run_1/util_map.png
The die is cut into 7 by 6 equal tiles; dark blue is low, red is high, 0 to 100% covered.
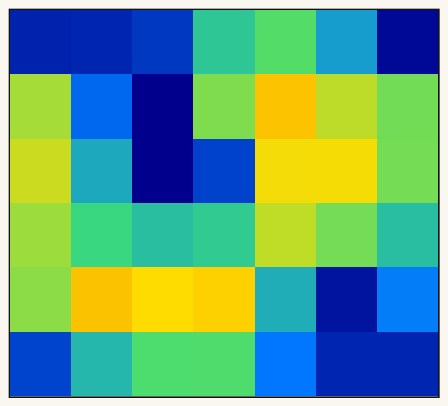
run_1/gates.png
Scale bar: 20 um.
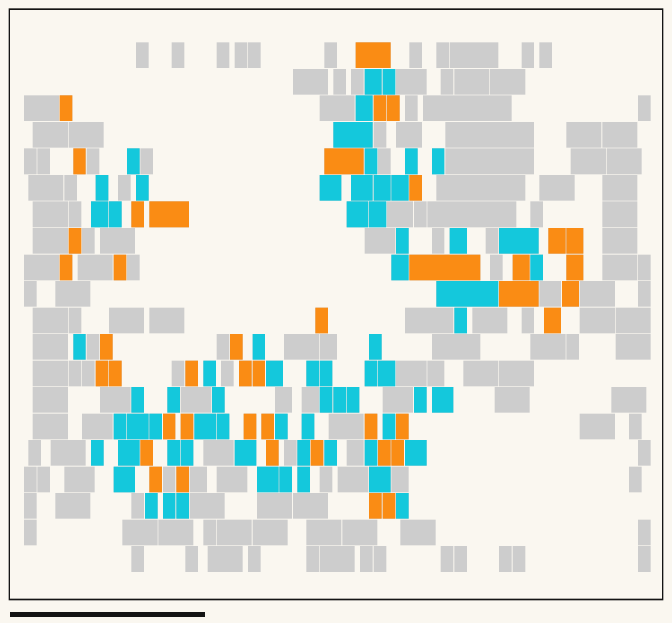
run_1/clock_wires.png
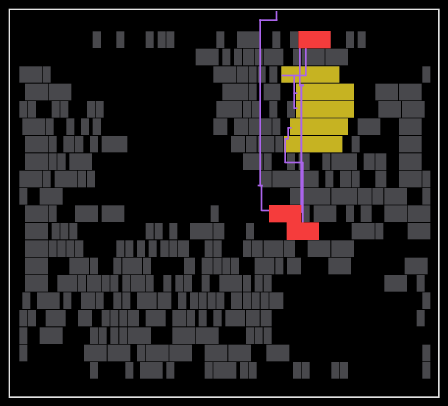
## src/rtl/muldiv_seq_pkg.sv

```systemverilog
// muldiv_seq_pkg
//   Shared definitions for the MUL/DIV control sequencer:
//   - state_t: sequencer states (IDLE, T0..T6, DONE)
//   - SRC_*  : bit positions in the one-hot bus-select vector
//   - EN_*   : bit positions in the one-hot register-enable vector
//   - OP_*   : ALU opcodes handled by this sequencer
//   - IR_*   : IR field positions (opcode, ra, rb)
//   - op_is_legal(): opcode legality check
// Configuration macro: MULDIV_SEQ_DIV_EN. When defined, DIV is a legal opcode.
// When undefined, only MUL is legal.
package muldiv_seq_pkg;

  typedef enum logic [3:0] {
    S_IDLE = 4'd0,
    S_T0   = 4'd1,
    S_T1   = 4'd2,
    S_T2   = 4'd3,
    S_T3   = 4'd4,
    S_T4   = 4'd5,
    S_T5   = 4'd6,
    S_T6   = 4'd7,
    S_DONE = 4'd8
  } state_t;

  // Bus sources. R0..R15 use their register number as the bit index.
  localparam int SRC_HI  = 16;
  localparam int SRC_LO  = 17;
  localparam int SRC_ZHI = 18;
  localparam int SRC_ZLO = 19;
  localparam int SRC_PC  = 20;
  localparam int SRC_MDR = 21;

  // Register enables. R0..R15 use their register number as the bit index.
  localparam int EN_HI  = 16;
  localparam int EN_LO  = 17;
  localparam int EN_Z   = 18;
  localparam int EN_PC  = 20;
  localparam int EN_MDR = 21;
  localparam int EN_IR  = 22;
  localparam int EN_Y   = 23;
  localparam int EN_MAR = 25;

  localparam logic [4:0] OP_MUL = 5'b01111;
  localparam logic [4:0] OP_DIV = 5'b10000;

  localparam int IR_OP_MSB = 31;
  localparam int IR_OP_LSB = 27;
  localparam int IR_RA_MSB = 26;
  localparam int IR_RA_LSB = 23;
  localparam int IR_RB_MSB = 22;
  localparam int IR_RB_LSB = 19;

  function automatic logic op_is_legal(input logic [4:0] op);
`ifdef MULDIV_SEQ_DIV_EN
    return (op == OP_MUL) || (op == OP_DIV);
`else
    return (op == OP_MUL);
`endif
  endfunction

endpackage

```

## src/rtl/muldiv_seq_decode.sv

```systemverilog
// muldiv_seq_decode
//   Combinational output decode for the MUL/DIV sequencer. Maps the current
//   state plus IR fields onto the datapath control vectors.
// Ports:
//   state      in   current sequencer state
//   opcode     in   IR opcode field
//   ra, rb     in   IR source register fields
//   legal      in   opcode is executable in this build
//   enable     out  one-hot register load enables
//   bus_select out  one-hot bus source select
//   mem_read   out  MDR loads from memory data
//   pc_inc     out  PC increment
//   alu_op     out  ALU opcode (driven only in T4)
//   busy       out  sequence in progress (T0..T6)
//   done       out  completion pulse (DONE state)
module muldiv_seq_decode
  import muldiv_seq_pkg::*;
#(
  parameter int ENABLE_W = 32,
  parameter int SELECT_W = 32,
  parameter int OPCODE_W = 5
) (
  input  logic                state_t_unused_guard,
  input  state_t              state,
  input  logic [4:0]          opcode,
  input  logic [3:0]          ra,
  input  logic [3:0]          rb,
  input  logic                legal,
  output logic [ENABLE_W-1:0] enable,
  output logic [SELECT_W-1:0] bus_select,
  output logic                mem_read,
  output logic                pc_inc,
  output logic [OPCODE_W-1:0] alu_op,
  output logic                busy,
  output logic                done
);

  always_comb begin
    enable     = '0;
    bus_select = '0;
    mem_read   = 1'b0;
    pc_inc     = 1'b0;
    alu_op     = '0;
    busy       = 1'b0;
    done       = 1'b0;
    case (state)
      S_T0: begin
        // MAR is the only enable; PC advances through pc_inc, not EN_PC.
        busy               = 1'b1;
        bus_select[SRC_PC] = 1'b1;
        enable[EN_MAR]     = 1'b1;
        pc_inc             = 1'b1;
      end
      S_T1: begin
        busy           = 1'b1;
        mem_read       = 1'b1;
        enable[EN_MDR] = 1'b1;
      end
      S_T2: begin
        busy                = 1'b1;
        bus_select[SRC_MDR] = 1'b1;
        enable[EN_IR]       = 1'b1;
      end
      S_T3: begin
        // Illegal opcodes leave the datapath untouched on their way out.
        busy = 1'b1;
        if (legal) begin
          bus_select[ra] = 1'b1;
          enable[EN_Y]   = 1'b1;
        end
      end
      S_T4: begin
        busy           = 1'b1;
        bus_select[rb] = 1'b1;
        alu_op         = OPCODE_W'(opcode);
        enable[EN_Z]   = 1'b1;
      end
      S_T5: begin
        busy                = 1'b1;
        bus_select[SRC_ZLO] = 1'b1;
        enable[EN_LO]       = 1'b1;
      end
      S_T6: begin
        busy                = 1'b1;
        bus_select[SRC_ZHI] = 1'b1;
        enable[EN_HI]       = 1'b1;
      end
      S_DONE: begin
        done = 1'b1;
      end
      default: ;
    endcase
  end

  logic unused_guard;
  assign unused_guard = state_t_unused_guard;

endmodule

```

## src/rtl/muldiv_sequencer.sv

```systemverilog
// muldiv_sequencer
//   Control sequencer running one MUL (or, optionally, DIV) instruction
//   through the datapath: fetch (T0-T2), operand transfer and ALU (T3-T4),
//   LO/HI writeback (T5-T6), then a one-cycle DONE.
// Configuration macro: MULDIV_SEQ_DIV_EN (enables DIV as a legal opcode).
// Ports:
//   clk        in   clock, rising edge
//   clr        in   asynchronous active-low reset
//   start      in   begin one instruction (sampled only in IDLE)
//   mem_ready  in   memory data valid; T1 waits for it
//   ir         in   IR contents from the datapath (must be stable T3-T6)
//   enable     out  one-hot register load enables
//   bus_select out  one-hot bus source select
//   mem_read   out  MDR loads from memory data
//   pc_inc     out  PC increment
//   alu_op     out  ALU opcode
//   busy       out  sequence in progress (T0-T6)
//   done       out  one-cycle completion pulse
//   err        out  illegal opcode flag, valid with done, held until next start
//   state_dbg  out  current FSM state encoding for observation
// Handshake: start is a request accepted only in IDLE; starts in any other
// state (including DONE) are dropped, not queued. done is a single-cycle
// pulse with no back-pressure; err is meaningful whenever done is high.
module muldiv_sequencer
  import muldiv_seq_pkg::*;
#(
  parameter int ENABLE_W = 32,
  parameter int SELECT_W = 32,
  parameter int OPCODE_W = 5
) (
  input  logic                clk,
  input  logic                clr,
  input  logic                start,
  input  logic                mem_ready,
  input  logic [31:0]         ir,
  output logic [ENABLE_W-1:0] enable,
  output logic [SELECT_W-1:0] bus_select,
  output logic                mem_read,
  output logic                pc_inc,
  output logic [OPCODE_W-1:0] alu_op,
  output logic                busy,
  output logic                done,
  output logic                err,
  output logic [3:0]          state_dbg
);

  state_t     state, state_nxt;
  logic [4:0] opcode;
  logic [3:0] ra, rb;
  logic       legal;

  assign opcode = ir[IR_OP_MSB:IR_OP_LSB];
  assign ra     = ir[IR_RA_MSB:IR_RA_LSB];
  assign rb     = ir[IR_RB_MSB:IR_RB_LSB];
  assign legal  = op_is_legal(opcode);

  // Low IR bits carry immediates this sequencer never uses.
  logic unused_ir;
  assign unused_ir = ^ir[IR_RB_LSB-1:0];

  always_ff @(posedge clk or negedge clr) begin
    if (!clr) begin
      state <= S_IDLE;
      err   <= 1'b0;
    end else begin
      state <= state_nxt;
      if (state == S_IDLE && start) begin
        err <= 1'b0;
      end else if (state == S_T3 && !legal) begin
        err <= 1'b1;
      end
    end
  end

  always_comb begin
    state_nxt = state;
    case (state)
      S_IDLE:  if (start) state_nxt = S_T0;
      S_T0:    state_nxt = S_T1;
      S_T1:    if (mem_ready) state_nxt = S_T2;
      S_T2:    state_nxt = S_T3;
      S_T3:    state_nxt = legal ? S_T4 : S_DONE;
      S_T4:    state_nxt = S_T5;
      S_T5:    state_nxt = S_T6;
      S_T6:    state_nxt = S_DONE;
      S_DONE:  state_nxt = S_IDLE;
      default: state_nxt = S_IDLE;
    endcase
  end

  assign state_dbg = state;

  muldiv_seq_decode #(
    .ENABLE_W(ENABLE_W),
    .SELECT_W(SELECT_W),
    .OPCODE_W(OPCODE_W)
  ) u_decode (
    .state_t_unused_guard(1'b0),
    .state               (state),
    .opcode              (opcode),
    .ra                  (ra),
    .rb                  (rb),
    .legal               (legal),
    .enable              (enable),
    .bus_select          (bus_select),
    .mem_read            (mem_read),
    .pc_inc              (pc_inc),
    .alu_op              (alu_op),
    .busy                (busy),
    .done                (done)
  );

endmodule

```

## config.mk

```make
export PLATFORM = sky130hd
export DESIGN_NAME = muldiv_sequencer
export DESIGN_NICKNAME = d
export VERILOG_FILES = /design/src/rtl/muldiv_seq_pkg.sv /design/src/rtl/muldiv_seq_decode.sv /design/src/rtl/muldiv_sequencer.sv
export SDC_FILE = /design/constraint.sdc
export NUM_CORES = 1
export LEC_CHECK = 0
export ABC_AREA = 1
export CAP_MARGIN = 10
export CORE_ASPECT_RATIO = 0.9
export CORE_UTILIZATION = 34
export DETAILED_ROUTE_END_ITERATION = 10
export PLACE_DENSITY = 0.83
export SLEW_MARGIN = 0
export SYNTH_ARGS = -nofsm -noshare
export SYNTH_HDL_FRONTEND = slang
export SYNTH_HIERARCHICAL = 1
export SYNTH_SLANG_ARGS = --single-unit
export TNS_END_PERCENT = 10
```

## constraint.sdc

```tcl
create_clock -name clk -period 3.8 [get_ports clk]
set_input_delay 0.57 -clock clk [delete_from_list [all_inputs] [get_ports clk]]
set_output_delay 0.57 -clock clk [all_outputs]
set_load 0.005 [all_outputs]
```

==> run notes, run 1 <==
yosys + openroad results -> setup tns final=0 ns, Placer Congestion=0.861, DP Wirelength=2430 um, first-pass iteration count of the detailed router=4, Crit-path slowest cell=clkdlybuf4s50_1, Setup Buffers After CTS=0, status=finished, final reports clean, Syn Std Cell Area=1290 um^2, die area=4040 um^2, clock root buffer=clkbuf_8, fin nets=302, Final period util=0.834, fin. max-slew vios=0, Worst Setup Path Type=primary input to output pin, first-pass GRT wire length=4660 um, layout cell share with drive strength beyond 1=0.147, Sinks on Clock Net=5, CP Launch Type=primary input, Final Hold Viols=0, Setup crit end kind=output pin, DRT antenna net count=0, Pre-Place Util=0.368, wire length per cell=9.90 um, H-tree depth=1, pre-CTS setup slack=0.627 ns, Total GRT Usage=0.150, CTS hold repair buffers=0, P&R area growth vs syn=35.0%, Reg area=125 um^2, final instance area=1740 um^2, num ports=114, Final WS setup=0.631 ns, RSZ-0062 raised after global routing=false, logic area=832 um^2, Die Wd=66.9 um, Syn Area/Cell=6.05 um^2, leakage power=0.802 nW, DRC errors left=0, tool warnings=45, I/O Buffers=57, die height=60.4 um, Congestion Overflow GR=0, Largest stage delay, worst path=0.53 ns, Worst-Margin Slew=0.538 ns, Starting DRT DRC Count=60, worst-path maximum fanout=17, Rel. slew slack=0.642, largest net degree at the start of global routing=19, # fillers=369
Notes on util_map.png above:
tiles over 75% full = 7.1%
mean over tiles = 42%
fullest tile = 78%
core area: 3500 um^2
final core utilization: 0.497

Notes on gates.png above:
orange -> nor cells  # cells 43, most used nor2_1
cyan -> nand cells  # cells 68, most used nand2_1
most common cell after layout, fill and taps aside: clkdlybuf4s50_1
Comb/total area: 0.478
final non-filler cell total: 309

Notes on clock_wires.png above:
yellow -> flip-flops  # count 5
red -> clock-net drivers  # count 3
purple -> clock wires  # length 107 um
routed clock nets = 4
Clock Power Share: 0.150
Clock group: 98.6 uW
insertion delay to the later sink of the worst-skew pair: 0.22 ns
worst clock skew: 0.00215 ns

==> run 1: worst max-delay path, delay by kind of cell <==
family / cells / cell delay, ns
simple gates: 5 / 0.83
compound gates: 1 / 0.18
buf+inv: 2 / 1.02
==> run 1: where the power goes <==
group	internal, mW	switching [mW]	total (mW)
Clock	0.0720	0.0266	0.0986
Sequential	0.0741	0.0522	0.126
Combinational	0.211	0.223	0.433
Total	0.357	0.301	0.658
==> run 1: worst paths after layout <==
check | start | slack [ns] | cells past startpoint | endpoint
worst max-delay path | ir[30] | 0.63 | 8 | bus_select[10]
worst min-delay path | err$_DFFE_PN0P_ | 0.52 | 2 | err$_DFFE_PN0P_
worst max register to register | state_dbg[0]$_DFFE_PN0P_ | 2.54 | 5 | state_dbg[3]$_DFFE_PN0P_
worst min register to register | err$_DFFE_PN0P_ | 0.52 | 2 | err$_DFFE_PN0P_
max in group asynchronous | clr | 3.05 | 1 | err$_DFFE_PN0P_
min in group asynchronous | clr | 0.57 | 1 | state_dbg[0]$_DFFE_PN0P_
==> run 1: layer usage <==
layer  wire length, um  GRT usage  up-vias
met5                 0          0        -
met4                59     0.0790        0
met3               278     0.0169        6
met2              1380      0.247       81
met1              1340      0.194      599
li1                  -          -      675
==> run 1: registers in the layout, indices dropped and copies added, names as in the netlist <==
register	count
state_dbg	4
err	1
==> run 1: through the flow <==
stage | hold slack [ns] | std cells | util
floorplan | 0.274 | 249 | -
detailed placement | 0.521 | 305 | 0.484
finish | 0.523 | 309 | 0.497
global placement | 0.518 | 305 | 0.484
global route | 0.549 | 309 | 0.497
CTS | 0.527 | 309 | 0.497
==> run 1: area by class of cell <==
class / instances / share of cell area
clock buffer: 4 / 0.0259
inverter: 30 / 0.0647
multi-input combinational: 169 / 0.478
sequential: 5 / 0.0719
tap: 44 / 0.0316
timing repair buffer: 57 / 0.328
==> run 1: layout by cell type, fill, tap and decap left out, drive strengths merged <==
| cell type | n |
|---|---|
| a22oi | 1 |
| inv | 30 |
| nor3 | 7 |
| dfrtp | 5 |
| a21oi | 6 |
| nand2 | 57 |
| a31oi | 1 |
| conb | 37 |
| nor2 | 36 |
| o31ai | 1 |
| nand3 | 11 |
| clkdlybuf4s50 | 57 |
| clkbuf | 4 |
| o21ai | 12 |
==> inputs of run 2 (changes only) <==
- CORE_UTILIZATION: 34 -> 32
- PLACE_DENSITY: 0.83 -> 0.79
- clock period: 3.8 -> 3 ns (I/O delays scaled with it)
==> run 2 against run 1 <==
Clock power up 28%. Sequential share of layout area down 0.092 points. Utilization down 3.1 points. Register-to-register slack worse by 0.77 ns. Global-route usage down 0.36 points. Area after synthesis unchanged. Synthesized cell count unchanged. First-iteration DRC count up 20%. Non-clock buffer count up 1. Cell area up 1.3%. Largest cell class unchanged.
==> run notes, run 2 <==
yosys + openroad results -> most numerous logic cells after layout=clkdlybuf4s50_1, nand2_1, conb_1 (unchanged), CP Launch Type=primary input (unchanged), Critical Path Sink=bus_select[11] (was bus_select[10]), power after layout=837 uW (was 658 uW), critical path depth=9 (was 8), DRC errors left=0 (unchanged), setup tns final=0 ns (unchanged), Final Hold Viols=0 (unchanged), final instance area=1760 um^2 (was 1740 um^2), CP delay by family, top=buffers and inverters (unchanged), insertion delay to the later sink of the worst-skew pair=0.22 ns (about the same), worst vdd ir=0.221 mV (was 0.152 mV), DR top layer=met4 (unchanged), Final period util=0.954, Critical Path AT=2.41 ns (was 2.60 ns), Rel. slew slack=0.659 (was 0.642), final core utilization=0.466 (was 0.497), WL met1=1420 um (was 1340 um), tool warnings=45 (unchanged), Reg2Reg Depth=5 (unchanged), first-pass GRT wire length=4850 um (was 4660 um), # fillers=391 (was 369), placed inst area=1720 um^2 (was 1700 um^2), CTS hold repair buffers=0 (unchanged), worst-path maximum fanout=10 (was 17), Avg Vias per Cell=4.29 (was 4.40), DRT antenna net count=0 (unchanged), fin. max-slew vios=0 (unchanged), Crit-path slowest cell=clkdlybuf4s50_1 (unchanged), Largest stage delay, worst path=0.54 ns (was 0.53 ns), Crit Reg-Reg Endpoint=state_dbg[2]$_DFFE_PN0P_ (was state_dbg[3]$_DFFE_PN0P_), I/O Buffers=57 (unchanged), CTS tree=built (unchanged), Worst Setup Path Type=primary input to output pin (unchanged), CTS Buf Count=3 (unchanged), Max Cap Viol=0 (unchanged), Syn Area/Cell=6.05 um^2 (unchanged), wire length per cell=9.91 um (was 9.90 um), die area=4290 um^2 (was 4040 um^2), RSZ-0062 raised after global routing=false (unchanged), Total GRT Usage=0.146 (was 0.150), layout cell share with drive strength beyond 1=0.150 (was 0.147), P&R area growth vs syn=36.8% (was 35.0%), Die Wd=68.9 um (was 66.9 um), Congestion Overflow GR=0 (unchanged), critical path cell sequence=clkdlybuf4s50_1, nand3_1, nor2_4, nand3_1, nor2_8, buf_12, nand2_1, o21ai_0, clkdlybuf4s50_1 (was clkdlybuf4s50_1, nand3_1, nor2_4, nand3_1, nor2_8, nand2_1, a21oi_1, clkdlybuf4s50_1), via count=1340 (was 1361), H-tree depth=1 (unchanged), R2R setup slack=1.77 ns (was 2.54 ns), Synth Warn #=6 (unchanged), die height=62.2 um (was 60.4 um), largest net degree at the start of global routing=19 (unchanged), first-pass iteration count of the detailed router=5 (was 4), max reg flops=4 (unchanged), Reg2Reg Launch Point=state_dbg[0]$_DFFE_PN0P_ (unchanged), Starting DRT DRC Count=72 (was 60), Setup crit end kind=output pin (unchanged), most common cell after layout, fill and taps aside=clkdlybuf4s50_1 (unchanged), Syn Std Cell Area=1290 um^2 (unchanged), clock root buffer=clkbuf_8 (unchanged), Setup Buffers After CTS=0 (unchanged), Placer Congestion=0.931 (was 0.861), Tmin final=2.86 ns, met2 wire len=1410 um (was 1380 um), leakage power=0.810 nW (was 0.802 nW), Worst Path Buf+Inv=3 (was 2), crit path launch=ir[30] (unchanged), status=finished, final reports clean (unchanged), Sinks on Clock Net=5 (unchanged), num ports=114 (unchanged), fin nets=303 (was 302), Worst-Margin Slew=0.511 ns (was 0.538 ns), met3 wire length=244 um (was 278 um), DP Wirelength=2500 um (was 2430 um)
-- run 2: worst min path at each step --
stage          slack [ns]                  endpoint             from  cells after the start
6_report             0.44  state_dbg[0]$_DFFE_PN0P_              clr                      1
2_1_floorplan        0.15           err$_DFFE_PN0P_              clr                      0
3_3_place_gp         0.52           err$_DFFE_PN0P_  err$_DFFE_PN0P_                      2
4_1_cts              0.45  state_dbg[3]$_DFFE_PN0P_              clr                      1
3_5_place_dp         0.52           err$_DFFE_PN0P_  err$_DFFE_PN0P_                      2
5_1_grt              0.46  state_dbg[0]$_DFFE_PN0P_              clr                      1
-- run 2: cell type report --
cell class	count	area [um^2]	share of cell area
clock buffer	4	45.0	0.0256
inverter	30	113	0.0639
multi-input combinational	169	832	0.472
sequential	5	125	0.0710
tap	46	57.6	0.0326
timing repair buffer	58	591	0.335
-- run 2: layer usage --
| metal | vias to the layer above | global-route usage |
|---|---|---|
| li1 | 678 | - |
| met1 | 593 | 0.204 |
| met2 | 66 | 0.223 |
| met3 | 3 | 0.0257 |
| met4 | 0 | 0.0459 |
| met5 | - | 0 |
-- run 2: worst reg2reg max path, stage by stage (launching register included) --
cell and delay (ns):
dfrtp_1 0.65, inv_2 0.14, nand2_4 0.12, nor2_4 0.04, nand2_2 0.08, nand3_1 0.08
-- run 2: power by group --
group	leakage, nW	internal, mW	switching [mW]
sequential	0.0647	0.0940	0.0656
clock	0.0228	0.0913	0.0343
combinational	0.723	0.267	0.284
-- run 2: through the flow --
| step | cells | setup WS, ns | hold WS (ns) |
|---|---|---|---|
| 2_1_floorplan | 249 | 1.29 | 0.154 |
| 3_3_place_gp | 308 | 0.121 | 0.523 |
| 3_5_place_dp | 308 | 0.126 | 0.523 |
| 4_1_cts | 312 | 0.123 | 0.448 |
| 5_1_grt | 312 | 0.0282 | 0.459 |
| 6_report | 312 | 0.137 | 0.441 |
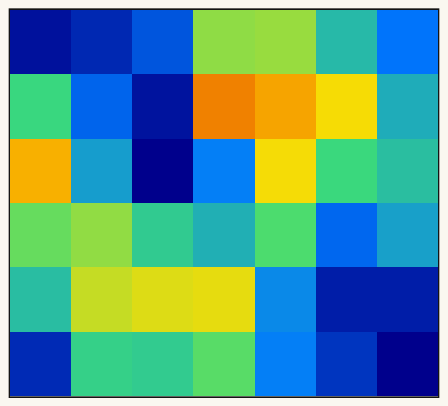
run_2/util_map.png
The die is cut into 7 by 6 equal tiles; dark blue is low, red is high, 0 to 100% covered.
nearly empty tiles = 4.8%
emptiest ninth of the die = south-east
fullest tile = 85%
mean over tiles = 40%
tiles over 75% full = 7.1%
core area: 3780 um^2
Pre-Place Util: 0.341

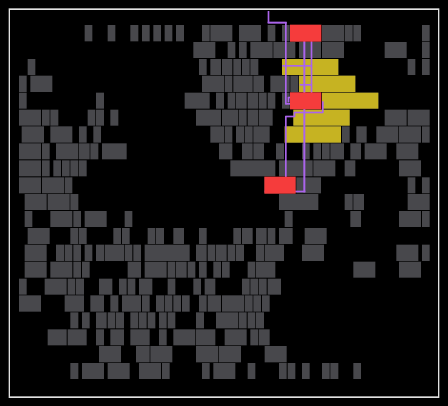
run_2/clock_wires.png
red -> clock-net drivers  # count 3
yellow -> flip-flops  # count 5
purple -> clock wires  # length 96.0 um
routed clock nets = 4
Clock group: 126 uW
worst clock skew: 0.000929 ns

==> inputs of run 3 (changes only) <==
- PLACE_DENSITY: 0.79 -> 0.87
==> run 3 against run 2 <==
Die size stayed put. Register-to-register slack hardly changed. Cell area is 3.1% higher. Area after synthesis stayed put. Synthesized cell count stayed put. Via count is 4.6% higher. Cell count is 1.9% higher. Critical path depth stayed put. Sequential power hardly changed.
==> run notes, run 3 <==
yosys + openroad results -> status=finished, final reports clean (unchanged), DP Wirelength=2600 um (was 2500 um), DRC errors left=0 (unchanged), largest net degree at the start of global routing=19 (unchanged), Final Hold Viols=0 (unchanged), Placer Congestion=0.917 (was 0.931), Sinks on Clock Net=5 (unchanged), Max Cap Viol=0 (unchanged), Critical Path AT=2.38 ns (was 2.41 ns), first-pass GRT wire length=5080 um (was 4850 um), via count=1401 (was 1340), Syn Area/Cell=6.05 um^2 (unchanged), fin nets=309 (was 303), RSZ-0062 raised after global routing=false (unchanged), # fillers=396 (was 391), H-tree depth=1 (unchanged), worst vdd ir=0.196 mV (was 0.221 mV), CTS Buf Count=3 (unchanged), CTS tree=built (unchanged), core area=3780 um^2 (unchanged), most common cell after layout, fill and taps aside=clkdlybuf4s50_1 (unchanged), layout cell share with drive strength beyond 1=0.173 (was 0.150), die height=62.2 um (unchanged), setup tns final=0 ns (unchanged), Starting DRT DRC Count=102 (was 72), P&R area growth vs syn=41.0% (was 36.8%), placed insts=308 (unchanged), Total GRT Usage=0.154 (was 0.146), clock root buffer=clkbuf_8 (unchanged), Final period util=0.942 (was 0.954), I/O Buffers=57 (unchanged), Rel. slew slack=0.649 (was 0.659), DRT antenna net count=0 (unchanged), final core utilization=0.480 (was 0.466), Die Wd=68.9 um (unchanged), most numerous logic cells after layout=clkdlybuf4s50_1, nand2_1, conb_1 (unchanged), leakage power=0.838 nW (was 0.810 nW)
run 3: netlist changes by cell type in the layout (fill, tap and decap cells not counted):
cell,previous run,this run
buf_4,0,5
nand3_1,10,9
nand3_2,0,1
nor2_4,3,4
run 3: where the power goes:
| part | total, mW | internal (mW) | switching (mW) |
|---|---|---|---|
| registers | 0.161 | 0.0939 | 0.0668 |
| logic | 0.566 | 0.269 | 0.298 |
| clock network | 0.131 | 0.0918 | 0.0396 |
| total | 0.858 | 0.454 | 0.404 |
run 3: routing by layer:
metal	global-route usage	vias to the layer above	share of wire
met5	0	-	0
met4	0.0510	0	0.013
met3	0.0478	5	0.11
met2	0.235	84	0.47
met1	0.200	617	0.41
li1	-	695	-
run 3: cell type report:
type                       count  area [um^2]  area share
multi-input combinational    170          848       0.467
clock buffer                   4         45.0      0.0248
tap                           46         57.6      0.0317
timing repair buffer          63          628       0.346
sequential                     5          125      0.0689
inverter                      30          113      0.0620
run 3: final timing paths:
check / startpoint / slack [ns] / depth (start not counted) / end
setup / recovery: ir[28] / 0.17 / 9 / bus_select[11]
hold / removal: clr / 0.44 / 1 / state_dbg[0]$_DFFE_PN0P_
setup reg to reg: state_dbg[0]$_DFFE_PN0P_ / 1.76 / 5 / state_dbg[2]$_DFFE_PN0P_
hold reg to reg: err$_DFFE_PN0P_ / 0.53 / 2 / err$_DFFE_PN0P_
max in group asynchronous: clr / 2.37 / 1 / state_dbg[2]$_DFFE_PN0P_
min in group clk: err$_DFFE_PN0P_ / 0.53 / 2 / err$_DFFE_PN0P_
run 3: repair_timing:
item / in CTS / in global routing
setup endpoints to repair: 0 / 6
hold buffers: 0 / 0
buffers inserted: 0 / 5
resized: 0 / 1
run 3: critical path, cell delays in order:
cell             delay (ns)
clkdlybuf4s50_1        0.50
nand3_1                0.13
nor2_4                 0.13
nand3_2                0.18
nor2_8                 0.21
buf_12                 0.13
nand2_1                0.04
o21ai_0                0.06
clkdlybuf4s50_1        0.54
run 3: metrics by stage:
stage                     worst slack, ns  instance area, um^2  power (mW)
after global routing               0.0237                 1820       0.936
final                               0.174                 1820       0.858
after CTS                          0.0878                 1760       0.852
after floorplan                      1.29                 1420       0.520
after detailed placement           0.0852                 1720       0.717
after global placement             0.0924                 1720       0.698
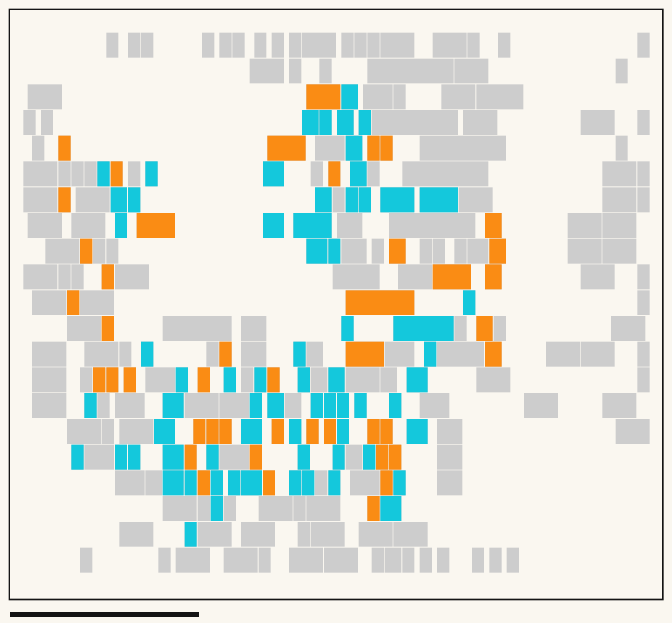
run_3/gates.png
Scale bar: 20 um.
orange -> nor cells  # cells 44, most used nor2_1
cyan -> nand cells  # cells 68, most used nand2_1
final non-filler cell total: 318
Comb/total area: 0.467

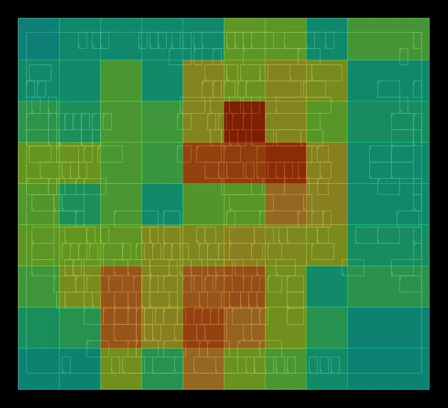
run_3/congestion_map.png
met3 GRT Util: 0.0478
met1 Resource Use GR: 0.200

Power is estimated from default activity; no workload was simulated.
